<file path="src/rtl/ram_sp_req_sequencer.sv">
// Request sequencer driving the strobes of a single-port sync-read/sync-write RAM.
// Optional out-of-range rejection when RAM_SP_REQ_SEQUENCER_ADDR_CHECK_EN is defined.
`timescale 1ns/1ps

module ram_sp_req_sequencer #(
  parameter int DATA_WIDTH = 16,
  parameter int ADDR_WIDTH = 8,
  parameter int RAM_DEPTH  = 256
) (
  input  logic                  clk,
  input  logic                  rst_n,
  input  logic                  req_valid,
  output logic                  req_ready,
  input  logic                  req_we,
  input  logic [ADDR_WIDTH-1:0] req_addr,
  input  logic [DATA_WIDTH-1:0] req_wdata,
  output logic                  rsp_valid,
  input  logic                  rsp_ready,
  output logic [DATA_WIDTH-1:0] rsp_rdata,
  output logic                  rsp_err,
  output logic [ADDR_WIDTH-1:0] ram_address,
  output logic                  ram_cs,
  output logic                  ram_we,
  output logic                  ram_oe,
  output logic [DATA_WIDTH-1:0] ram_data_out,
  output logic                  ram_data_drive,
  input  logic [DATA_WIDTH-1:0] ram_data_in,
  output logic [15:0]           txn_count
);

`ifdef RAM_SP_REQ_SEQUENCER_ADDR_CHECK_EN
  localparam bit ADDR_CHECK_EN = 1'b1;
`else
  localparam bit ADDR_CHECK_EN = 1'b0;
`endif

  typedef enum logic [2:0] {
    ST_IDLE,
    ST_WR,
    ST_RD_ISSUE,
    ST_RD_CAPTURE,
    ST_RESP
  } state_e;

  state_e                state_q;
  logic                  req_ready_q;
  logic                  rsp_valid_q;
  logic [DATA_WIDTH-1:0] rsp_rdata_q;
  logic                  rsp_err_q;
  logic [ADDR_WIDTH-1:0] ram_address_q;
  logic                  ram_cs_q;
  logic                  ram_we_q;
  logic                  ram_oe_q;
  logic [DATA_WIDTH-1:0] ram_data_out_q;
  logic                  ram_data_drive_q;
  logic [15:0]           txn_count_q;
  logic [15:0]           txn_count_d;
  logic                  addr_in_range;
  logic                  req_hs;

  assign req_hs        = req_valid & req_ready_q;
  assign addr_in_range = 32'(req_addr) < 32'(RAM_DEPTH);
  assign txn_count_d   = (txn_count_q == 16'hFFFF) ? txn_count_q : txn_count_q + 16'd1;

  // Every output is a register loaded on the transition into the state that
  // owns it, so strobes change cleanly on the clock edge with no decode glitch.
  // NOTE: state and outputs use non-blocking assignments so every register in
  // this block samples pre-edge values, independent of statement order.
  always_ff @(posedge clk or negedge rst_n) begin
    if (!rst_n) begin
      state_q          <= ST_IDLE;
      req_ready_q      <= 1'b0;
      rsp_valid_q      <= 1'b0;
      rsp_rdata_q      <= '0;
      rsp_err_q        <= 1'b0;
      ram_address_q    <= '0;
      ram_cs_q         <= 1'b0;
      ram_we_q         <= 1'b0;
      ram_oe_q         <= 1'b0;
      ram_data_out_q   <= '0;
      ram_data_drive_q <= 1'b0;
      txn_count_q      <= '0;
    end else begin
      case (state_q)
        ST_IDLE: begin
          req_ready_q <= 1'b1;
          if (req_hs) begin
            req_ready_q <= 1'b0;
            rsp_rdata_q <= '0;
            if (ADDR_CHECK_EN && !addr_in_range) begin
              // Rejected request never touches the RAM.
              rsp_err_q   <= 1'b1;
              rsp_valid_q <= 1'b1;
              state_q     <= ST_RESP;
            end else begin
              rsp_err_q     <= 1'b0;
              ram_address_q <= req_addr;
              ram_cs_q      <= 1'b1;
              if (req_we) begin
                ram_we_q         <= 1'b1;
                ram_data_drive_q <= 1'b1;
                ram_data_out_q   <= req_wdata;
                state_q          <= ST_WR;
              end else begin
                ram_oe_q <= 1'b1;
                state_q  <= ST_RD_ISSUE;
              end
            end
          end
        end

        ST_WR: begin
          ram_cs_q         <= 1'b0;
          ram_we_q         <= 1'b0;
          ram_data_drive_q <= 1'b0;
          rsp_valid_q      <= 1'b1;
          state_q          <= ST_RESP;
        end

        ST_RD_ISSUE: begin
          state_q <= ST_RD_CAPTURE;
        end

        ST_RD_CAPTURE: begin
          // RAM output register became valid one edge after the read strobe.
          rsp_rdata_q <= ram_data_in;
          ram_cs_q    <= 1'b0;
          ram_oe_q    <= 1'b0;
          rsp_valid_q <= 1'b1;
          state_q     <= ST_RESP;
        end

        ST_RESP: begin
          if (rsp_ready) begin
            rsp_valid_q <= 1'b0;
            rsp_err_q   <= 1'b0;
            req_ready_q <= 1'b1;
            txn_count_q <= txn_count_d;
            state_q     <= ST_IDLE;
          end
        end

        default: begin
          ram_cs_q         <= 1'b0;
          ram_we_q         <= 1'b0;
          ram_oe_q         <= 1'b0;
          ram_data_drive_q <= 1'b0;
          rsp_valid_q      <= 1'b0;
          req_ready_q      <= 1'b0;
          state_q          <= ST_IDLE;
        end
      endcase
    end
  end

  assign req_ready      = req_ready_q;
  assign rsp_valid      = rsp_valid_q;
  assign rsp_rdata      = rsp_rdata_q;
  assign rsp_err        = rsp_err_q;
  assign ram_address    = ram_address_q;
  assign ram_cs         = ram_cs_q;
  assign ram_we         = ram_we_q;
  assign ram_oe         = ram_oe_q;
  assign ram_data_out   = ram_data_out_q;
  assign ram_data_drive = ram_data_drive_q;
  assign txn_count      = txn_count_q;

endmodule
</file>
<file path="config.mk">
export PLATFORM = sky130hd
export DESIGN_NAME = ram_sp_req_sequencer
export DESIGN_NICKNAME = d
export VERILOG_FILES = /design/src/rtl/ram_sp_req_sequencer.sv
export SDC_FILE = /design/constraint.sdc
export NUM_CORES = 1
export LEC_CHECK = 0
export ABC_AREA = 1
export CORE_ASPECT_RATIO = 1.25
export CORE_MARGIN = 2
export CORE_UTILIZATION = 45
export CTS_BUF_LIST = sky130_fd_sc_hd__clkbuf_4 sky130_fd_sc_hd__clkbuf_8 sky130_fd_sc_hd__clkbuf_16
export CTS_CLUSTER_SIZE = 16
export DETAILED_ROUTE_END_ITERATION = 10
export GPL_ROUTABILITY_DRIVEN = 0
export PLACE_DENSITY = 0.86
export SETUP_SLACK_MARGIN = 0.15
export SKIP_LAST_GASP = 1
export SYNTH_ARGS = -nofsm -noshare
export SYNTH_HDL_FRONTEND = slang
export SYNTH_SLANG_ARGS = --single-unit
</file>
<file path="constraint.sdc">
create_clock -name clk -period 3.8 [get_ports clk]
set_input_delay 1.14 -clock clk [delete_from_list [all_inputs] [get_ports clk]]
set_output_delay 1.14 -clock clk [all_outputs]
set_load 0.01 [all_outputs]
</file>
### Signal metal coverage by tile, run 1

Drawn at 3 px/um. 15 x 19 tiles, from dark purple (low) to yellow (high), scaled to the fullest tile. Values are wire area over tile area, all layers added.
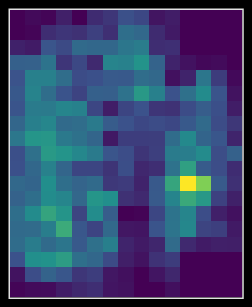
mean over tiles: 0.17
fullest tile: 0.70
emptiest ninth of the die: north-east
tiles over half the peak: 6.3%
nearly empty tiles: 13%
densest ninth of the die: west

### Metal layers overlaid, run 1

Drawn at 4 px/um. Only two layers are drawn.
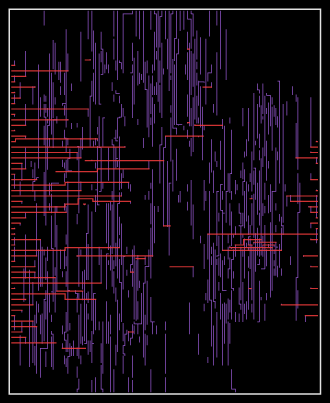
[metal 2] purple | wire length: 3690 um
[metal 3] red | wire length: 674 um

### Cell placement, run 1

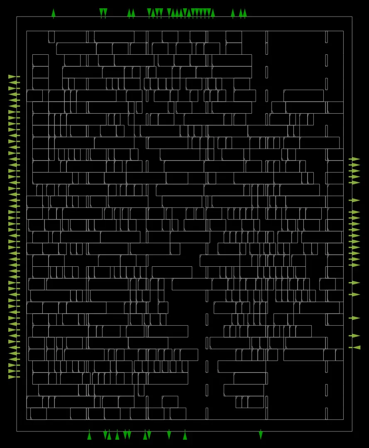
Seq/total area: 0.369
registers: 64
# Taps: 87
Layout Cells excl Fill: 567
row count: 33

run 1: cell type report:
cell class / instances / share of cell area
Clock buffer: 12 / 0.0366
Inverter: 25 / 0.0222
Sequential cell: 64 / 0.369
Multi-Input combinational cell: 269 / 0.287
Timing Repair Buffer: 107 / 0.245
Clock inverter: 3 / 0.0150
Tap cell: 87 / 0.0251
run 1: power by group:
group | internal, mW | switching (mW) | total [mW]
logic | 0.538 | 0.523 | 1.06
clock network | 0.408 | 0.256 | 0.664
registers | 0.901 | 0.176 | 1.08
run 1: kinds of logic after synthesis:
logic type                 share of synthesized area
AOI/OAI and AO/OA                             0.0157
and+or+nand+nor                                0.370
buffers and inverters                         0.0610
DFF                                            0.528
xor gates and xnor gates                      0.0202
other                                        0.00124
adders and majority gates                    0.00412
run 1: through the flow:
step	worst slack [ps]	area [um^2]	utilization	total power, mW
CTS	1220	4340	0.661	2.83
floorplan	1820	3030	-	1.57
finish	1240	4340	0.661	2.80
detailed placement	911	4120	0.627	2.15
global placement	982	4120	0.627	2.11
global route	1110	4340	0.661	2.98
run 1: layout by cell type, fill, tap and decap left out, types with 2 or more instances in the layout:
| cell | n |
|---|---|
| clkdlybuf4s50_1 | 105 |
| nor2_2 | 4 |
| nand4_1 | 5 |
| inv_1 | 20 |
| nand2_1 | 152 |
| nand2_4 | 2 |
| xnor2_1 | 6 |
| bufinv_16 | 2 |
| clkbuf_8 | 11 |
| inv_2 | 4 |
| nand2_2 | 3 |
| o21ai_1 | 2 |
| o21ai_0 | 6 |
| nor2_1 | 16 |
| nand3_1 | 63 |
| dfrtp_1 | 64 |
| nor2_4 | 3 |
run 1: how the worst min path moves through the flow:
stage | slack, ps | start | endpoint | depth (start not counted)
detailed placement | 460 | ram_address[7]$_DFFE_PN0P_ | ram_address[7]$_DFFE_PN0P_ | 2
global placement | 450 | ram_data_out[5]$_DFFE_PN0P_ | ram_data_out[5]$_DFFE_PN0P_ | 2
CTS | 480 | ram_address[5]$_DFFE_PN0P_ | ram_address[5]$_DFFE_PN0P_ | 2
global route | 490 | ram_address[7]$_DFFE_PN0P_ | ram_address[7]$_DFFE_PN0P_ | 2
finish | 470 | ram_address[5]$_DFFE_PN0P_ | ram_address[5]$_DFFE_PN0P_ | 2
floorplan | 500 | rsp_valid$_DFFE_PN0P_ | rsp_valid$_DFFE_PN0P_ | 2
run 1: sequential cells by signal, summed over array words and instances, names as in the netlist:
signal,cells
ram_data_out,16
state_q,3
ram_data_drive,1
ram_oe,1
rsp_rdata,16
txn_count,16
rsp_valid,1
ram_address,8
ram_cs,1
req_ready,1
run 1: layer usage:
metal,GRT usage,vias up,share of wire
met4,0.132,0,0.026
met1,0.238,1268,0.40
met2,0.370,110,0.49
met5,0,-,0
met3,0.0769,16,0.089
li1,-,1385,-
==> results.py, run 1 <==
# Synthesis and PnR figures
metrics = {
    "logic_synthesis": {
        "synth_area_mm2": 0.00303,
        "topCellsByArea": "dfrtp_1, nand2_1, nand3_1",
        "synthFlopType": "dfrtp_1",
        "synth_flops": 64,
        "syn_inst": 373,
        "synth.distinct_cells": 27,
        "syn_area_per_cell_um2": 8.13,
        "ys_area_mm2": 0.00303,
        "synth_nets": 419,
        "top_cells_by_count": "nand2_1, dfrtp_1, nand3_1, inv_1, nor2_1",
        "synth_top_area_share": 0.528,
        "top_area_cell": "dfrtp_1",
        "ys_seq_frac": 0.528,
    },
    "grt": {
        "grt_usage": 0.219,
        "antenna_found_initial": 0,
        "grt_pass1_wl_um": 12400,
        "grt_pass1_vias": 2789,
    },
    "critical_path": {
        "crit_path_end_kind": "output pin",
        "crit_cells": 1,
        "reg2reg_slack_ps": 1580,
        "crit_slowest_cell": "clkdlybuf4s50_1",
        "arrival_ps": 1420,
        "required_ps": 2660,
        "cpPeakStageDelay_ps": 590,
        "crit_fanout": 6,
        "crit_end": "txn_count[2]",
        "crit_chain": "clkdlybuf4s50_1",
        "worst_r2r_endpoint": "rsp_rdata[13]$_DFFE_PN0P_",
        "crit_start": "txn_count[2]$_DFFE_PN0P_",
        "cp_top_family": "buffers and inverters",
        "cp-start-kind": "flop",
    },
    "final_timing": {
        "slew_headroom": 0.470,
        "tightest_slew_ps": 795,
        "post-route-period-util": 0.675,
        "layout_min_cycle_time_ps": 2560,
        "rsz0062_at_grt": "false",
        "fmax_mhz": 390,
        "setup_viol": 0,
        "whs_ps": 474,
    },
    "cts": {
        "insertion_delay_ps": 340,
        "cts_setup_buffers": 0,
        "cts_inserted_buffers": 9,
        "cts_buffer_depth": 2,
        "cts_hold_buf": 0,
        "path_clk_slew_ps": 70,
        "htree_levels": 3,
    },
    "power_and_ir_drop": {
        "leakage_nw": 2.10,
        "power_density_mw_per_mm2": 645,
        "peakVddDrop_uv": 430,
    },
    "job": {
        "drv_cap": 0,
    },
    "run_status": {
        "status": "finished clean",
    },
    "final_layout": {
        "layout-drive-gt1-share": 0.0750,
        "seqCellArea_mm2": 0.00160,
    },
    "floorplanning": {
        "die_h_um": 95.8,
        "core_mm2": 0.00657,
        "ios": 108,
        "fp_util": 0.462,
    },
    "detailed_routing": {
        "finalWirelength_um": 7560,
        "first_pass_iters": 4,
        "wl_per_cell_um": 13.3,
    },
    "place": {
        "hpwl_um": 5420,
        "dp.cells": 552,
        "numPortBuffers": 106,
    },
}
### A small window of the routed layout, run 1

Region (24, 33) to (54, 63) um. Cells in gray, sequential cells in the stronger gray; small squares are vias.
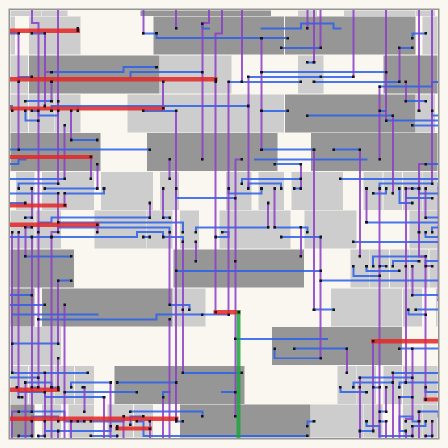

==> run 1 -> run 2 <==
CORE_UTILIZATION = 41   (was 45)
PLACE_DENSITY = 0.83   (was 0.86)
clock period = 2.1 ns   (was 3.8 ns; I/O delays follow)
### A small window of the routed layout, run 2

Region (25, 35) to (55, 65) um. Cells in gray, sequential cells in the stronger gray; small squares are vias.
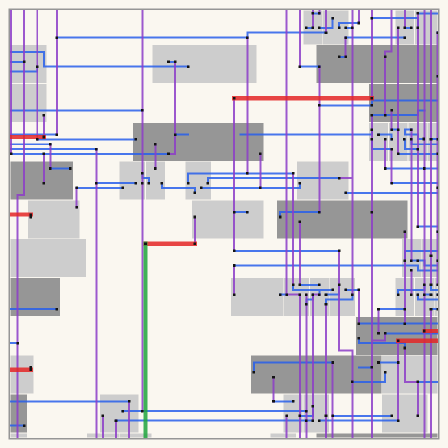
[metal 2] purple
[metal 1] blue
[metal 3] red
[metal 4] green
sequential cells in the window: 6
most frequent: nand2_1 (12), nand3_1 (6)
cells with their middle in the window: 34
netlist names of flops here include: rsp_rdata (3), txn_count (3)

==> run 2 against run 1 <==
  * Sequential power up 76%
  * Core utilization is 4.1 points lower
  * Combinational power is 93% higher
  * Hold slack worse by 220 ps
  * Via count up 5.7%
  * Largest power group is now combinational cells
  * Highest routed layer unchanged
==> results.py, run 2 <==
# Synthesis and PnR figures
metrics = {
    "floorplanning": {
        "ios": 108,
        "die_h_um": 100,
        "fp_util": 0.417,
    },
    "power_and_ir_drop": {
        "peakVddDrop_uv": 627,
        "finalPower_mw": 5.10,
        "combPwrFrac": 0.402,
        "clkPwrFrac": 0.224,
        "leakage_nw": 2.31,
        "pwr-share-seq": 0.374,
        "internal_power_mw": 3.35,
        "p_switching_mw": 1.75,
    },
    "critical_path": {
        "arrival_ps": 1270,
        "crit_chain": "clkdlybuf4s50_1",
        "crit_fanout": 4,
        "cp_top_family": "buffers and inverters",
        "required_ps": 1470,
        "cp-start-kind": "flop",
    },
    "run_status": {
        "status": "finished clean",
    },
    "logic_synthesis": {
        "ys_area_mm2": 0.00303,
        "synthFlopType": "dfrtp_1",
        "synth.distinct_cells": 27,
        "synth_nets": 419,
        "syn_area_per_cell_um2": 8.13,
        "topCellsByArea": "dfrtp_1, nand2_1, nand3_1",
    },
    "final_timing": {
        "layout_min_cycle_time_ps": 1900,
        "post-route-period-util": 0.906,
        "fmax_mhz": 526,
    },
    "place": {
        "numPortBuffers": 106,
    },
    "cts": {
        "cts_buffer_depth": 2,
        "path_clk_slew_ps": 70,
        "htree_levels": 3,
    },
    "final_layout": {
        "lay_top_cells": "nand2_1, clkdlybuf4s50_1, nand3_1, dfrtp_1, inv_1",
        "layout-drive-gt1-share": 0.120,
        "layout_top_cell": "nand2_1",
    },
    "job": {
        "drv_cap": 0,
    },
    "grt": {
        "grt_usage": 0.209,
        "antenna_found_initial": 0,
    },
}
### Cell placement, run 2

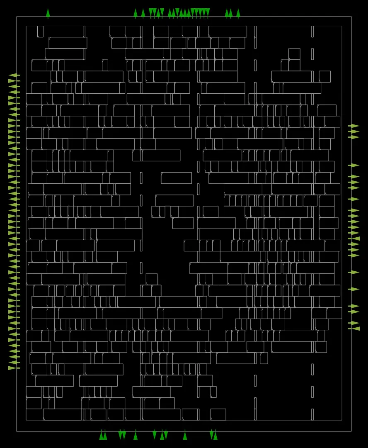
Seq/total area: 0.357
Final Core Density: 0.620
Core Box Area: 0.00727 mm^2
# Taps: 92
Layout Cells excl Fill: 590

[run 2: cells by family (layout without fill, tap and decap cells)]
group                      count (synthesis)  in the layout  share of synthesized area
AOI/OAI and AO/OA                          9              9                     0.0157
xor gates and xnor gates                   7              7                     0.0202
adders and majority gates                  1              1                    0.00412
buffers and inverters                     40            165                     0.0610
DFF                                       64             64                      0.528
other                                      1              1                    0.00124
and+or+nand+nor                          251            251                      0.370
[run 2: stage by stage]
stage	instance area, um^2	worst slack (ps)	cells	utilization
finish	4510	197	590	0.620
global route	4510	139	590	0.620
CTS	4460	131	586	0.614
detailed placement	4190	105	562	0.576
global placement	4190	161	562	0.576
floorplan	3030	629	373	-
[run 2: power by group through the flow]
stage	registers (mW)	logic, mW	clock network, mW
finish	1.90	2.05	1.14
global placement	1.92	1.95	0
detailed placement	1.92	2.01	0
global route	1.95	2.25	1.23
CTS	1.91	2.04	1.18
floorplan	2.07	0.774	0
[run 2: what timing repair did]
action	CTS	global route
setup buffers	8	4
gates resized	10	6
setup endpoints to repair	15	8
[run 2: routing by layer]
| layer | GRT usage | vias up | part of all wire |
|---|---|---|---|
| li1 | - | 1414 | - |
| met5 | 0 | - | 0 |
| met2 | 0.353 | 123 | 0.52 |
| met4 | 0.0926 | 0 | 0.011 |
| met1 | 0.244 | 1392 | 0.38 |
| met3 | 0.0621 | 9 | 0.092 |
[run 2: worst max path at each step]
| stage | from | end | slack [ps] | cells after the start |
|---|---|---|---|---|
| 2_1_floorplan | req_we | ram_data_out[10]$_DFFE_PN0P_ | 630 | 4 |
| 3_3_place_gp | req_valid | ram_oe$_DFFE_PN0P_ | 160 | 6 |
| 3_5_place_dp | req_valid | ram_oe$_DFFE_PN0P_ | 110 | 5 |
| 4_1_cts | txn_count[2]$_DFFE_PN0P_ | txn_count[2] | 130 | 1 |
| 5_1_grt | txn_count[1]$_DFFE_PN0P_ | txn_count[1] | 140 | 1 |
| 6_report | txn_count[1]$_DFFE_PN0P_ | txn_count[1] | 200 | 1 |
[run 2: layout make-up]
class,instances,area (um^2),area share
multi-input cells,269,1250,0.277
clock inverters,6,83.8,0.0186
flip-flops and latches,64,1610,0.357
inverters,25,96.3,0.0214
repair buffers,124,1230,0.272
clock buffers,10,131,0.0291
well taps,92,115,0.0255
No activity file was given, so power comes from the tool's default toggle rates.
